**M2 wires**

Drawn at 6 px/um.
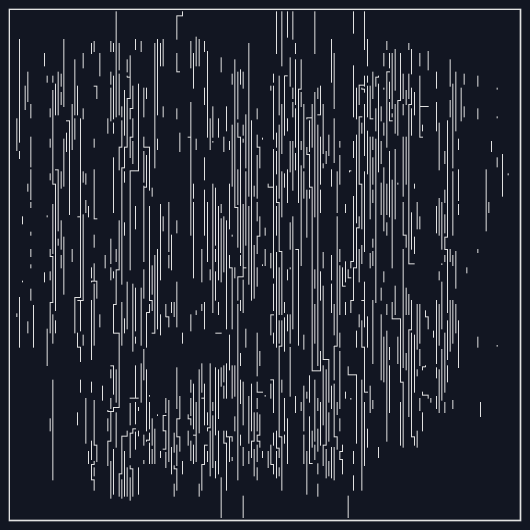
**Nets reached from selected ports**

Drawn at 3 px/um.
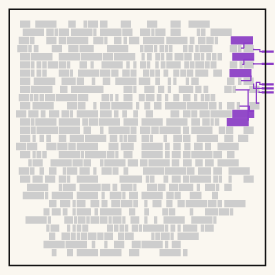
**I/O pins on the die edge**

Drawn at 6 px/um. Pins as bars across the die edge, other pins in gray.
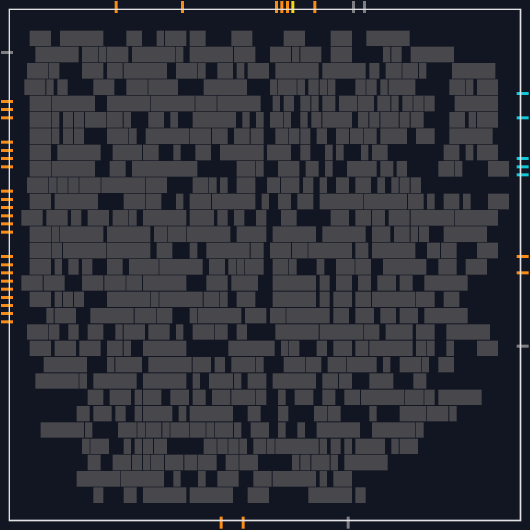
--- config.mk ---
export PLATFORM = sky130hd
export DESIGN_NAME = reg_dump_uart
export DESIGN_NICKNAME = d
export VERILOG_FILES = /design/src/rtl/reg_dump_uart_pkg.sv /design/src/rtl/reg_dump_uart_tx.sv /design/src/rtl/reg_dump_uart.sv
export SDC_FILE = /design/constraint.sdc
export NUM_CORES = 1
export LEC_CHECK = 0
export CORE_MARGIN = 1.5
export CORE_UTILIZATION = 56
export DETAILED_ROUTE_END_ITERATION = 7
export MAX_ROUTING_LAYER = met4
export PLACE_DENSITY = 0.8
export SYNTH_ARGS = -nofsm -noshare
export SYNTH_HDL_FRONTEND = slang
export SYNTH_SLANG_ARGS = --single-unit
--- constraint.sdc ---
create_clock -name clk -period 2.53 [get_ports clk]
set_input_delay 0.253 -clock clk [delete_from_list [all_inputs] [get_ports clk]]
set_output_delay 0.253 -clock clk [all_outputs]
set_load 0.01 [all_outputs]
--- src/rtl/reg_dump_uart_pkg.sv ---
// rtl/reg_dump_uart_pkg.sv - shared FSM encoding and constants for the register dump UART
package reg_dump_uart_pkg;

    typedef enum logic [2:0] {
        S_IDLE  = 3'd0,
        S_HDR   = 3'd1,
        S_LATCH = 3'd2,
        S_BYTE  = 3'd3,
        S_NEXT  = 3'd4,
        S_DONE  = 3'd5
    } state_t;

    localparam logic [7:0] HDR_BYTE_DEFAULT = 8'hA5;
    localparam int         REG_COUNT        = 32;

endpackage

--- src/rtl/reg_dump_uart_tx.sv ---
// rtl/reg_dump_uart_tx.sv - 8N1 LSB-first UART transmitter, tx_done high in the last stop-bit cycle
module uart_tx #(
    parameter int CLKS_PER_BIT = 868
) (
    input  logic       clk,
    input  logic       reset,
    input  logic       tx_start,
    input  logic [7:0] tx_data,
    output logic       tx,
    output logic       tx_busy,
    output logic       tx_done
);
    localparam logic [15:0] LAST = 16'(CLKS_PER_BIT - 1);

    logic [15:0] cnt;
    logic [3:0]  bit_idx;
    logic [7:0]  data;

    // Done fires during the final stop-bit cycle so the caller can queue the next byte with one idle cycle.
    assign tx_done = tx_busy && (bit_idx == 4'd9) && (cnt == LAST);

    always_ff @(posedge clk) begin
        if (reset) begin
            tx      <= 1'b1;
            tx_busy <= 1'b0;
            cnt     <= '0;
            bit_idx <= '0;
            data    <= '0;
        end else if (!tx_busy) begin
            if (tx_start) begin
                tx_busy <= 1'b1;
                tx      <= 1'b0;
                data    <= tx_data;
                cnt     <= '0;
                bit_idx <= '0;
            end
        end else if (cnt == LAST) begin
            cnt <= '0;
            if (bit_idx == 4'd9) begin
                tx_busy <= 1'b0;
                tx      <= 1'b1;
            end else begin
                // Shifting ones in from the top makes the ninth output the stop bit.
                bit_idx <= bit_idx + 4'd1;
                tx      <= data[0];
                data    <= {1'b1, data[7:1]};
            end
        end else begin
            cnt <= cnt + 16'd1;
        end
    end

endmodule

--- src/rtl/reg_dump_uart.sv ---
// rtl/reg_dump_uart.sv - dumps the 32 register-file entries over UART after a header byte
module reg_dump_uart
    import reg_dump_uart_pkg::*;
#(
    parameter int         CLKS_PER_BIT = 868,
    parameter logic [7:0] HDR_BYTE     = HDR_BYTE_DEFAULT
) (
    input  logic        clk,
    input  logic        reset,
    input  logic        start,
    input  logic [31:0] Debug_out,
    output logic [4:0]  Debug_Source_select,
    output logic        tx,
    output logic        busy,
    output logic        done
);
    state_t      state, state_next;
    logic [4:0]  idx;
    logic [31:0] shreg;
    logic [1:0]  byte_cnt;
    logic        latch_phase;
    logic        tx_start;
    logic [7:0]  tx_data;
    logic        tx_busy;
    logic        tx_done;

    uart_tx #(.CLKS_PER_BIT(CLKS_PER_BIT)) u_tx (
        .clk      (clk),
        .reset    (reset),
        .tx_start (tx_start),
        .tx_data  (tx_data),
        .tx       (tx),
        .tx_busy  (tx_busy),
        .tx_done  (tx_done)
    );

    always_ff @(posedge clk) begin
        if (reset) begin
            state               <= S_IDLE;
            idx                 <= '0;
            Debug_Source_select <= '0;
            shreg               <= '0;
            byte_cnt            <= '0;
            latch_phase         <= 1'b0;
        end else begin
            state <= state_next;
            case (state)
                S_LATCH: begin
                    latch_phase         <= ~latch_phase;
                    Debug_Source_select <= idx;
                    if (latch_phase) begin
                        shreg    <= Debug_out;
                        byte_cnt <= 2'd0;
                    end
                end
                S_BYTE: begin
                    if (tx_done) begin
                        shreg    <= {shreg[23:0], 8'h00};
                        byte_cnt <= byte_cnt + 2'd1;
                    end
                end
                S_NEXT: begin
                    // Select advances here so it is already stable for both LATCH cycles.
                    if (idx != 5'(REG_COUNT - 1)) begin
                        idx                 <= idx + 5'd1;
                        Debug_Source_select <= idx + 5'd1;
                    end
                end
                S_DONE: begin
                    idx                 <= '0;
                    Debug_Source_select <= '0;
                end
                default: ;
            endcase
        end
    end

    always_comb begin
        state_next = state;
        tx_start   = 1'b0;
        tx_data    = shreg[31:24];
        done       = 1'b0;
        case (state)
            S_IDLE:  if (start) state_next = S_HDR;
            S_HDR: begin
                tx_start = !tx_busy;
                tx_data  = HDR_BYTE;
                if (tx_done) state_next = S_LATCH;
            end
            S_LATCH: begin
                // Most-significant byte goes straight from the read port on the capture cycle.
                if (latch_phase) begin
                    tx_start   = 1'b1;
                    tx_data    = Debug_out[31:24];
                    state_next = S_BYTE;
                end
            end
            S_BYTE: begin
                tx_start = !tx_busy;
                if (tx_done && byte_cnt == 2'd3) state_next = S_NEXT;
            end
            S_NEXT:  state_next = (idx == 5'(REG_COUNT - 1)) ? S_DONE : S_LATCH;
            S_DONE: begin
                done       = 1'b1;
                state_next = S_IDLE;
            end
            default: state_next = S_IDLE;
        endcase
    end

    assign busy = (state != S_IDLE);

endmodule
==> results.ini <==
[worst_setup_path]
crit_end = byte_cnt[0]
worstSetupPathType = reg -> reg
cp_slowest_cell = or4_4
cp-end-kind = flip-flop
required_ns = 2.83
r2r-end = byte_cnt[0]
critical_path.max_fanout = 10
path_cells = or4_4 > or3_4 > or3_1 > mux2_2 > nor2_2
cp.arrival_ns = 2.61
r2r-start = u_tx.cnt[2]
cp_top_family = simple AND/OR/NAND/NOR gates
rr_worst_depth = 5
crit_start = u_tx.cnt[2]
critical_path.max_stage_delay_ns = 0.56
cp.buffers_inverters = 0
worst_setup_path_start_kind = flip-flop
cp.depth = 5
r2r_slack_ns = 0.22

[logic_synthesis]
mux_share = 0.0778
syn_area_um2 = 3760
synth-adder-area-share = 0.0200
synth.logic.top_family = simple AND/OR/NAND/NOR gates
top_cells_by_area = dfxtp_1 (42%), mux2i_1 (7.2%), nor2_1 (6.5%)
syn_inst = 436
synthArstFlopShare = 0
aoi_share = 0.170
top_area_cell = dfxtp_1
synth-edff-count = 0
syn_nets = 477
synthMostInstantiatedCell = dfxtp_1
ys_ff = 78
ys_sh_xor = 0.0326
ys_seq_frac = 0.415
ys.flop_type = dfxtp_1
yosys-stat-cells = 436
postSynthAreaPerCell_um2 = 8.63
yosys_warnings = 0
synth_cell_types = 53
top_cell_area_share = 0.415

[detailed_routing]
post_drt_via_cell_ratio = 5.93
wire_per_inst_um = 14.7
drt-met1-wl_um = 3720
via_count = 3259
wl_met3_um = 353
wirelength_um = 8090
highest_layer = met4
drc = 6
drt-initial-drc-count = 209
ant_nets = 0
wl_met2_um = 3900

[power]
power_frac_seq = 0.506
pg_clk_uw = 958
powerSeq_mw = 1.29
peakVddDrop_uv = 509
p_switching_uw = 680
swShare = 0.266
p_leak_nw = 1.65
p_int_mw = 1.88
maxPowerGroup = registers
powerComb_uw = 303

[cells_and_area]
logic_area_um2 = 2050
largest-register = shreg
final_area_um2 = 4430
final_util = 0.690
drive_gt1_frac = 0.0846
nNonClkBuffers = 50
buf_share = 0.110
mostFrequentLayoutCell = dfxtp_1
diodes = 0
seq_area_frac = 0.352
fill_cells = 537
final_nets = 509
seq_cells = 78
inverters = 8
final_cells = 550
comb_area_share = 0.463
top_regs = shreg x32, u_tx.cnt x16, u_tx.data x8
largestClassByArea = multi-input combinational cells
final_cell_mix = dfxtp_1 (78), nor2_1 (65), clkdlybuf4s50_1 (41), a211oi_1 (29), nand2_1 (28)
area_growth_pct = 17.8
nClkBuffers = 9
largest_register_ffs = 32
clk_share = 0.0463
logic_gates = 321

[die]
taps = 77
initial_utilization = 0.586
core_area_um2 = 6420
num_rows = 29
ios = 43

[cts]
holdBufCountCts = 0
clockBufferDepth = 2
clkSinkCount = 78
postCtsSetupRepairBufs = 0
path_clk_slew_ns = 0.08
insertion_delay_ns = 0.36
cts_tree = built
root_buffer = clkbuf_8
post_cts_resized = 0
cts_buffers = 9

[global_routing]
grt_max_degree = 50
antenna_found_initial = 0
grt_pass1_wl_um = 14100
use_met1 = 0.326
grt_use_met2 = 0.382
grt.overflow.total = 0
met3_usage = 0.0428
grt.busiest_layer = met2
grt.total_usage = 0.250

[place]
dp_hpwl_um = 5680
gp_congestion = 0.854
place_area_um2 = 4230
place_ws_ns = 0.232

[sta]
hold_slack_ns = 0.332
fin_ws_ns = 0.220
finalClockSkew_ns = 0.0131
rsz0062_at_grt = no
fin_crit_sh = 0.913
finalSetupTns_ns = 0
fmax_ghz = 0.433
slew_headroom = 0.519
worst_pin_slew_ns = 0.722
layout_min_cycle_time_ns = 2.31

[worst_hold_path]
hold_path_end = idx[4]
hp-class = in -> reg
min_from = reset

[flow_run]
tool_warnings = 27
drv_cap = 0

[status]
status = complete, but fails checks
violations = DRC

Back to the opening pictures, 'M2 wires':
nets with wire on the layer = 428
share of all routed wire = 48%
main direction = vertical

Back to the opening pictures, 'nets reached from selected ports':
purple -> `Debug_Source_select`  # bits 5, direction output, edge east, end cells 5, wire 60.3 um

Back to the opening pictures, 'I/O pins on the die edge':
cyan -> `Debug_Source_select`  # pins 5, direction output, edge east
yellow -> `start`  # pins 1, direction input, edge north
orange -> `Debug_out`  # pins 32, direction input, edge 22 west, 6 north, 2 east, 2 south
all pins by edge = 23 west, 9 north, 8 east, 3 south
I/O Buffers: 42
die width: 85.0 um
Die Span Y: 85.0 um

